## config.mk

```make
export PLATFORM = sky130hd
export DESIGN_NAME = stage_if_fetch
export DESIGN_NICKNAME = d
export VERILOG_FILES = /design/src/rtl/stage_if_fetch_pkg.sv /design/src/rtl/stage_if_fetch.sv
export SDC_FILE = /design/constraint.sdc
export NUM_CORES = 1
export LEC_CHECK = 0
export CELL_PAD_IN_SITES_DETAIL_PLACEMENT = 1
export CELL_PAD_IN_SITES_GLOBAL_PLACEMENT = 1
export CORE_MARGIN = 1
export CORE_UTILIZATION = 48
export DETAILED_ROUTE_END_ITERATION = 6
export DONT_BUFFER_PORTS = 1
export GPL_TIMING_DRIVEN = 0
export PLACE_DENSITY = 0.89
export SLEW_MARGIN = 20
export SYNTH_ARGS = -nofsm -noshare
export SYNTH_HDL_FRONTEND = slang
export SYNTH_SLANG_ARGS = --single-unit
```

## constraint.sdc

```tcl
create_clock -name clk_I -period 3.19 [get_ports clk_I]
set_input_delay 0.638 -clock clk_I [delete_from_list [all_inputs] [get_ports clk_I]]
set_output_delay 0.638 -clock clk_I [all_outputs]
set_load 0.1 [all_outputs]
```

## src/rtl/stage_if_fetch_pkg.sv

```systemverilog
// stage_if_fetch_pkg: shared FSM encoding and constants for the instruction fetch stage
package stage_if_fetch_pkg;
  typedef enum logic [3:0] {
    s_INIT = 4'b0001,
    s_IF   = 4'b0010,
    s_IW   = 4'b0100,
    s_HOLD = 4'b1000
  } state_t;
  localparam logic [31:0] RESET_PC_DEFAULT = 32'h0;
  localparam logic [31:0] NOP = 32'h00000013;
endpackage

```

## src/rtl/stage_if_fetch.sv

```systemverilog
// stage_if_fetch: PC owner issuing one imem request at a time and handing {Inst, PC} to ID
module stage_if_fetch
  import stage_if_fetch_pkg::*;
#(
  parameter logic [31:0] RESET_PC = RESET_PC_DEFAULT
) (
  input  logic        clk_I,
  input  logic        rst,
  input  logic [31:0] next_PC,
  input  logic        Feedback_Branch,
  input  logic        Feedback_Mem_Acc,
  output logic [31:0] PC,
  output logic        Inst_Req_Valid,
  input  logic        Inst_Req_Ready,
  input  logic [31:0] Instruction,
  input  logic        Inst_Valid,
  output logic        Inst_Ready,
  output logic [31:0] Inst,
  output logic [31:0] PC_O,
  output logic        Done_O
);
  state_t      state;
  logic        squash;
  logic [31:0] target;
  assign target         = next_PC & ~32'd3;
  assign Inst_Req_Valid = (state == s_IF) && !Feedback_Branch;
  assign Inst_Ready     = (state == s_IW);
  always_ff @(posedge clk_I) begin
    if (rst) begin
      state  <= s_INIT;
      PC     <= RESET_PC;
      Inst   <= 32'h0;
      PC_O   <= 32'h0;
      Done_O <= 1'b0;
      squash <= 1'b0;
    end else begin
      Done_O <= 1'b0;
      unique case (state)
        s_INIT: state <= s_IF;
        s_IF: begin
          if (Feedback_Branch) PC <= target;
          else if (Inst_Req_Ready) state <= s_IW;
        end
        s_IW: begin
          // a redirect in flight marks the outstanding response as stale
          if (Feedback_Branch) begin
            PC     <= target;
            squash <= !Inst_Valid;
            if (Inst_Valid) state <= s_IF;
          end else if (Inst_Valid) begin
            if (squash) begin
              squash <= 1'b0;
              state  <= s_IF;
            end else begin
              Inst   <= Instruction;
              PC_O   <= PC;
              PC     <= PC + 32'd4;
              Done_O <= !Feedback_Mem_Acc;
              state  <= Feedback_Mem_Acc ? s_HOLD : s_IF;
            end
          end
        end
        s_HOLD: begin
          if (Feedback_Branch) begin
            PC    <= target;
            state <= s_IF;
          end else if (!Feedback_Mem_Acc) begin
            Done_O <= 1'b1;
            state  <= s_IF;
          end
        end
        default: state <= s_INIT;
      endcase
    end
  end
endmodule

```

### The metal 4 layer

The bar under the picture is 20 um long.
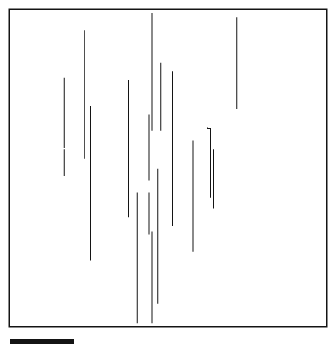
main direction: vertical
wire length on this layer: 516 um
share of all routed wire: 3.4%
nets with wire on the layer: 17

### Wiring by layer

The bar under the picture is 20 um long.
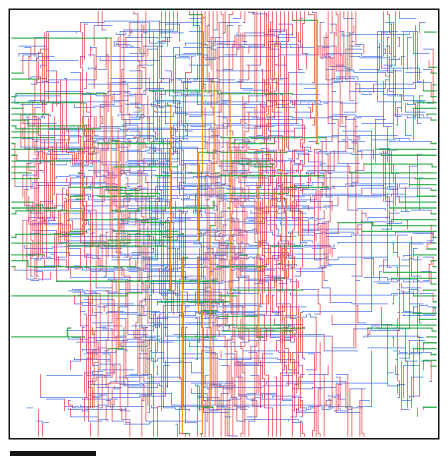
[M1] blue | wire length: 6,200 um
[M2] red | wire length: 7,430 um
[M3] green | wire length: 1,200 um
[M4] orange | wire length: 516 um

### Selected gate families

The bar under the picture is 20 um long.
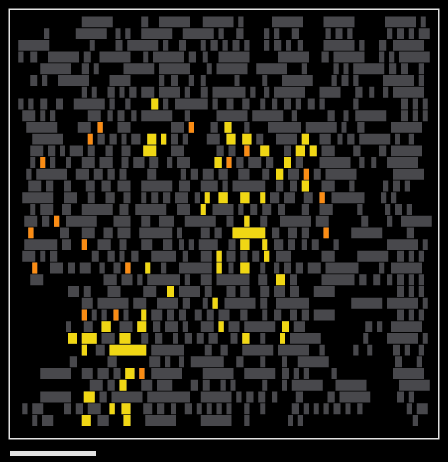
[nor cells] yellow | cells: 51 | most used: nor2_1
[inv cells] orange | cells: 17 | most used: inv_1

### Placed standard cells

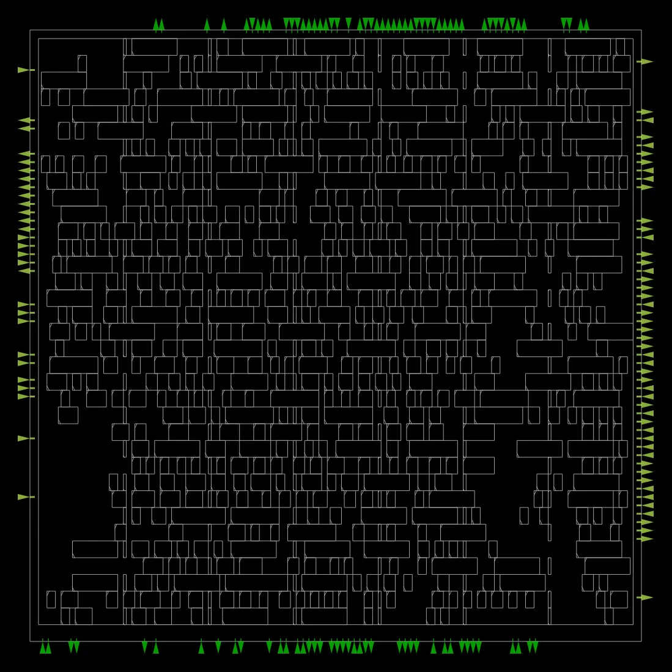
sequential portion of the cell area: 40.15%
share of the core filled with cells in the final layout: 53.61%

-- layout make-up --
type	instances	area [um^2]
flip-flops and latches	98	1979
well taps	111	138.9
clock inverters	6	53.80
fillers	1168	4267
repair buffers	2	31.28
multi-input cells	427	2293
plain buffers	51	241.5
inverters	17	63.81
clock buffers	10	127.6
-- report_power, final --
part	total, mW	switching, mW	internal [mW]
registers	1.33	0.0968	1.24
logic	0.222	0.158	0.0641
clock network	0.763	0.469	0.294
total	2.32	0.724	1.60
-- through the flow --
| stage | std cells | utilization, % |
|---|---|---|
| floorplan | 593 | - |
| global placement | 704 | 51.07 |
| detailed placement | 706 | 51.44 |
| CTS | 722 | 53.44 |
| global route | 722 | 53.61 |
| finish | 722 | 53.61 |
-- registers in the layout (all words and copies together), names as in the netlist --
name / count
state: 4
Done_O: 1
PC: 30
Inst: 32
squash: 1
PC_O: 30
-- worst max path at each step --
stage,startpoint,endpoint,slack (ps)
after floorplan,state[1]$_SDFFE_PP0P_,Inst_Req_Valid,150
after global placement,PC[2]$_SDFFE_PP0P_,PC[26]$_SDFFE_PP0P_,-4
after detailed placement,PC[2]$_SDFFE_PP0P_,PC[26]$_SDFFE_PP0P_,-100
after CTS,state[1]$_SDFFE_PP0P_,Inst_Req_Valid,80
after global routing,PC[13]$_SDFFE_PP0P_,PC[27]$_SDFFE_PP0P_,3
final,state[1]$_SDFFE_PP0P_,Inst_Req_Valid,90
-- cell families after synthesis --
logic type	after synthesis
simple gates	257
compound gates	162
flops	98
buf+inv	68
xor+xnor	2
fa+ha+maj	1
other cells	1
mux	1
-- timing repair --
action	in CTS	in global routing
gates resized	2	5
endpoints found under the setup margin	2	5
buffers inserted	0	0
-- routing by layer --
layer  wire (um)  vias to the layer above
met2        7429                      198
met3        1199                       40
met1        6204                     2258
li1            -                     2095
met4         516                        0
met5           0                        -
==> flow_metrics.py <==
# Generated from Yosys and OpenROAD reports
metrics = {
    "logic_synthesis": {
        "synthSimpleGateAreaFrac_pct": 27.02,
        "synthesis.area_um2": 4547,
        "ys_warn_count": 0,
        "netlist.area_leader.share_pct": 43.15,
        "synth.largest_area_cell": "dfxtp_1",
        "ys_top_cells_by_area": "dfxtp_1 43%, nand2_1 12%, a21oi_1 10%, o32ai_1 2.3%, buf_2 2.1%",
        "synthCells": 590,
        "sequential_share_of_the_synthesized_area_pct": 43.15,
        "yosysUniqueCellTypes": 60,
        "largest_logic_family": "simple AND/OR/NAND/NOR gates",
    },
    "sta": {
        "layout_worst_path_cycle_share_pct": 97.10,
        "final_period_minus_worst_setup_slack_ps": 3098,
        "worst_slack_ps": 92.37,
        "clock-skew-final_ps": 14.76,
        "whs_ps": 338.5,
        "worst-slew-pin-transition_ps": 1178,
        "fin_tns_setup_ps": 0,
    },
    "route": {
        "drt_drc_violations_left": 0,
        "violation_tally_from_detailed_route_iteration_zero": 260,
        "avgRoutedWirePerCell_um": 21.26,
        "viasPerCell": 6.359,
        "dr.pass1.iters": 5,
    },
    "worst_setup_path": {
        "setup.worst_path.start_class": "flip-flop",
        "worstSetupEndpointType": "output port",
        "critical_path.top_delay_family": "simple AND/OR/NAND/NOR gates",
        "cp.depth": 4,
        "path_max_fanout": 8,
        "worst_reg2reg_path_depth": 5,
        "rrSetupSlack_ps": 140,
        "worstSetupPathType": "flip-flop to output port",
        "path_cells": "buf_2 > inv_1 > or4_1 > nor2_2",
    },
    "finish": {
        "area_growth_pct": 8.421,
        "final_design_area_no_fill_um2": 4930,
        "mostFrequentLayoutCells": "148 x nand2_1, 95 x a21oi_1, 84 x dfxtp_1, 25 x clkbuf_1, 19 x buf_2",
        "antenna_cells_inserted": 0,
        "nNetsFinal": 677,
        "post_route_cells_drive_above_1_share_pct": 10.80,
    },
    "power": {
        "areal_power_density_over_the_cells_nw_per_um2": 470.4,
        "post-layout-total-power_mw": 2.319,
    },
    "global_routing": {
        "grt_max_degree": 18,
        "first_pass_grt_wire_length_mm": 24.14,
        "grt.met1_usage_pct": 37.00,
        "grt_util_met2_pct": 52.35,
    },
    "die": {
        "floorplan.core_area_um2": 9196,
        "num_ports": 169,
        "die_w_um": 99.33,
    },
    "clocking": {
        "cts-htree-levels": 3,
        "tritoncts_num_sinks": 98,
    },
    "worst_hold_path": {
        "min_from": "Feedback_Mem_Acc",
    },
    "run_status": {
        "run_status": "finished, final reports clean",
    },
}
Power figures rest on the tool's default switching activity, not on a simulated workload.
